**Met2 routing**

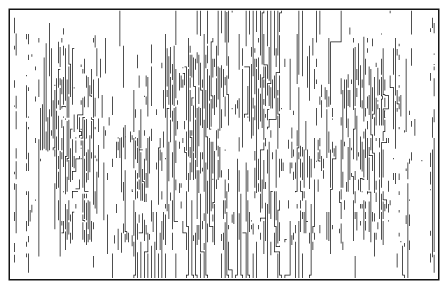
**Local utilization**

Bar = 20 um. The die is cut into 11 by 7 equal tiles; dark blue is low, red is high, 0 to 100% covered.
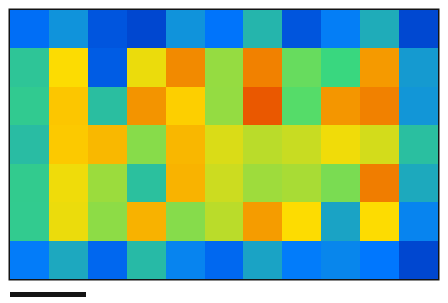
===== config.mk =====
export PLATFORM = sky130hd
export DESIGN_NAME = arb_mux8way16_flat
export DESIGN_NICKNAME = d
export VERILOG_FILES = /design/src/rtl/arb_mux8way16_if.sv /design/src/rtl/arb_mux8way16.sv /design/src/flat_wrapper.sv
export SDC_FILE = /design/constraint.sdc
export NUM_CORES = 1
export LEC_CHECK = 0
export CORE_ASPECT_RATIO = 0.6
export CORE_MARGIN = 4
export CORE_UTILIZATION = 36
export DETAILED_ROUTE_END_ITERATION = 10
export GPL_TIMING_DRIVEN = 0
export HOLD_SLACK_MARGIN = 0.12
export MAX_ROUTING_LAYER = met4
export PLACE_DENSITY = 0.82
export SYNTH_ARGS = -nofsm -noshare
export SYNTH_HDL_FRONTEND = slang
export SYNTH_SLANG_ARGS = --single-unit

===== constraint.sdc =====
create_clock -name clk -period 2.7 [get_ports clk]
set_input_delay 0.675 -clock clk [delete_from_list [all_inputs] [get_ports clk]]
set_output_delay 0.675 -clock clk [all_outputs]
set_load 0.03 [all_outputs]

===== src/rtl/arb_mux8way16_if.sv =====
// rtl/arb_mux8way16_if.sv - eight producer channels plus one tagged output stream
interface arb_mux8way16_if #(
    parameter int WIDTH = 16
);
    logic [WIDTH-1:0] a;
    logic [WIDTH-1:0] b;
    logic [WIDTH-1:0] c;
    logic [WIDTH-1:0] d;
    logic [WIDTH-1:0] e;
    logic [WIDTH-1:0] f;
    logic [WIDTH-1:0] g;
    logic [WIDTH-1:0] h;
    logic [7:0]       in_valid;
    logic [7:0]       in_ready;
    logic [WIDTH-1:0] out;
    logic [2:0]       out_sel;
    logic             out_valid;
    logic             out_ready;

    modport master (
        output a, b, c, d, e, f, g, h, in_valid, out_ready,
        input  in_ready, out, out_sel, out_valid
    );

    modport slave (
        input  a, b, c, d, e, f, g, h, in_valid, out_ready,
        output in_ready, out, out_sel, out_valid
    );
endinterface


===== src/rtl/arb_mux8way16.sv =====
// rtl/arb_mux8way16.sv - eight-channel valid/ready merge onto one registered, tagged output
// ARB_MUX8_RR_EN selects round-robin arbitration; undefined gives fixed priority (a highest).
module arb_mux8way16 #(
    parameter int WIDTH = 16
) (
    input  logic            clk,
    input  logic            reset,
    arb_mux8way16_if.slave  bus
);
    typedef enum logic {
        EMPTY = 1'b0,
        FULL  = 1'b1
    } state_e;

    state_e           state_q, state_d;
    logic [WIDTH-1:0] out_q, out_d;
    logic [2:0]       sel_q, sel_d;
    logic [2:0]       start;
    logic [2:0]       grant;
    logic [2:0]       idx;
    logic             found;
    logic             load;
    logic [WIDTH-1:0] grant_data;

`ifdef ARB_MUX8_RR_EN
    logic [2:0] ptr_q, ptr_d;
    assign start = ptr_q;
`else
    assign start = 3'd0;
`endif

    // Search wraps 7 -> 0 starting at the priority pointer.
    always_comb begin
        grant = 3'd0;
        found = 1'b0;
        idx   = 3'd0;
        for (int k = 0; k < 8; k++) begin
            idx = start + 3'(k);
            if (!found && bus.in_valid[idx]) begin
                grant = idx;
                found = 1'b1;
            end
        end
    end

    always_comb begin
        case (grant)
            3'd0:    grant_data = bus.a;
            3'd1:    grant_data = bus.b;
            3'd2:    grant_data = bus.c;
            3'd3:    grant_data = bus.d;
            3'd4:    grant_data = bus.e;
            3'd5:    grant_data = bus.f;
            3'd6:    grant_data = bus.g;
            default: grant_data = bus.h;
        endcase
    end

    assign load         = !reset && ((state_q == EMPTY) || bus.out_ready) && (|bus.in_valid);
    assign bus.in_ready = load ? (8'b1 << grant) : 8'b0;

    always_comb begin
        state_d = state_q;
        out_d   = out_q;
        sel_d   = sel_q;
`ifdef ARB_MUX8_RR_EN
        ptr_d   = ptr_q;
`endif
        if (load) begin
            state_d = FULL;
            out_d   = grant_data;
            sel_d   = grant;
`ifdef ARB_MUX8_RR_EN
            ptr_d   = grant + 3'd1;
`endif
        end else if (state_q == FULL && bus.out_ready) begin
            // Drained with nothing to refill: data and tag stay stale.
            state_d = EMPTY;
        end
    end

    always_ff @(posedge clk) begin
        if (reset) begin
            state_q <= EMPTY;
            out_q   <= '0;
            sel_q   <= 3'd0;
`ifdef ARB_MUX8_RR_EN
            ptr_q   <= 3'd0;
`endif
        end else begin
            state_q <= state_d;
            out_q   <= out_d;
            sel_q   <= sel_d;
`ifdef ARB_MUX8_RR_EN
            ptr_q   <= ptr_d;
`endif
        end
    end

    assign bus.out       = out_q;
    assign bus.out_sel   = sel_q;
    assign bus.out_valid = (state_q == FULL);
endmodule


===== src/flat_wrapper.sv =====
// flat-port wrapper written by rule: the top's interface ports become plain ports
module arb_mux8way16_flat 
#(
    parameter int WIDTH = 16
)
  (clk, reset, bus_a, bus_b, bus_c, bus_d, bus_e, bus_f, bus_g, bus_h, bus_in_valid, bus_out_ready, bus_in_ready, bus_out, bus_out_sel, bus_out_valid);
  arb_mux8way16_if #(.WIDTH(WIDTH)) bus_i ();
  input  logic clk;
  input  logic reset;
  input wire logic [$bits(bus_i.a)-1:0] bus_a;
  input wire logic [$bits(bus_i.b)-1:0] bus_b;
  input wire logic [$bits(bus_i.c)-1:0] bus_c;
  input wire logic [$bits(bus_i.d)-1:0] bus_d;
  input wire logic [$bits(bus_i.e)-1:0] bus_e;
  input wire logic [$bits(bus_i.f)-1:0] bus_f;
  input wire logic [$bits(bus_i.g)-1:0] bus_g;
  input wire logic [$bits(bus_i.h)-1:0] bus_h;
  input wire logic [$bits(bus_i.in_valid)-1:0] bus_in_valid;
  input wire logic [$bits(bus_i.out_ready)-1:0] bus_out_ready;
  output wire logic [$bits(bus_i.in_ready)-1:0] bus_in_ready;
  output wire logic [$bits(bus_i.out)-1:0] bus_out;
  output wire logic [$bits(bus_i.out_sel)-1:0] bus_out_sel;
  output wire logic [$bits(bus_i.out_valid)-1:0] bus_out_valid;
  assign bus_i.a = bus_a;
  assign bus_i.b = bus_b;
  assign bus_i.c = bus_c;
  assign bus_i.d = bus_d;
  assign bus_i.e = bus_e;
  assign bus_i.f = bus_f;
  assign bus_i.g = bus_g;
  assign bus_i.h = bus_h;
  assign bus_i.in_valid = bus_in_valid;
  assign bus_i.out_ready = bus_out_ready;
  assign bus_in_ready = bus_i.in_ready;
  assign bus_out = bus_i.out;
  assign bus_out_sel = bus_i.out_sel;
  assign bus_out_valid = bus_i.out_valid;
  arb_mux8way16 #(.WIDTH(WIDTH)) u_core (.clk(clk), .reset(reset), .bus(bus_i));
endmodule

==> GITHUB_STEP_SUMMARY <==
## Implementation flow summary

| Metric | Value |
|---|---|
| Distinct lib cells used | `36` |
| Post-Route WL | `10800 um` |
| Comb. pwr | `0.000654 W` |
| Non-clock buffer share | `approximately 45%` |
| Synth Seq Share | `17.1%` |
| Clock Path Buffers | `2` |
| Leakage Power | `about 1.7 nW` |
| Crit path kind | `primary input to output port` |
| Worst hold slack | `0.531 ns` |
| Post-synthesis cell area | `0.00234 mm^2` |
| Core Util, Final | `68.7%` |
| 1st-pass router iterations | `5` |
| Yosys stat cell total | `288` |
| Placed Cells | `~540` |
| Starting density of the core | `between 30% and 40%` |
| Port buffer count | `163` |
| Invs w/o clock | `2` |
| Uppermost routed layer | `met4` |
| Top area contributor share | `17.1%` |
| # DRC | `0` |
| Met1 WL | `4710 um` |
| Most numerous logic cell after layout | `clkdlybuf4s50_1` |
| Status | `finished clean` |
| OpenROAD warning count | `27` |
| YS chip area | `approximately 0.0023 mm^2` |
| Initial drt markers | `308` |
| Count leader, synth | `nand2_1` |
| CLK BUF | `4` |
| Crit path to | `bus_in_ready[4]` |
| XORs/XNORs by Area | `0%` |
| Slowest stage delay, CP | `roughly 0.30 ns` |
| Reg area | `400 um^2` |
| Seq area share | `9.37%` |
| Combinational power share | `between 50% and 60%` |
| Seq power | `0.000347 W` |
| Final period util | `98.8%` |
| Total power | `around 0.0012 W` |
| Setup WS pre-CTS | `-1.11 ns` |
| Clock sinks | `20` |
| Top cells by area, synth | `dfxtp_1 (17%), o31ai_1 (10%), nand2_1 (8.3%), a2111o_1 (7.7%), a222oi_1 (6.8%)` |
| Slew HR | `between 60% and 70%` |
| # setup viols final | `0` |
| Crit Path Max Fanout | `10` |
| Cts repair resizes | `between 70 and 80` |
| Internal Power | `roughly 0.00082 W` |
| Average size of a mapped cell | `8.13 um^2` |
| Aggregate global-route resource usage | `26.3%` |
| Area Overhead vs Synth | `82.6%` |
| Largest net degree at the start of global routing | `18` |
| Fill cell count | `519` |
## Picture notes: 'met2 routing'
main direction: vertical
share of all routed wire: 45%
nets with wire on the layer: 546

## Picture notes: 'local utilization'
mean over tiles: 53%
tiles over 75% full: 21%
densest ninth of the die: centre
fullest tile: 90%

Power is estimated from default activity; no workload was simulated.
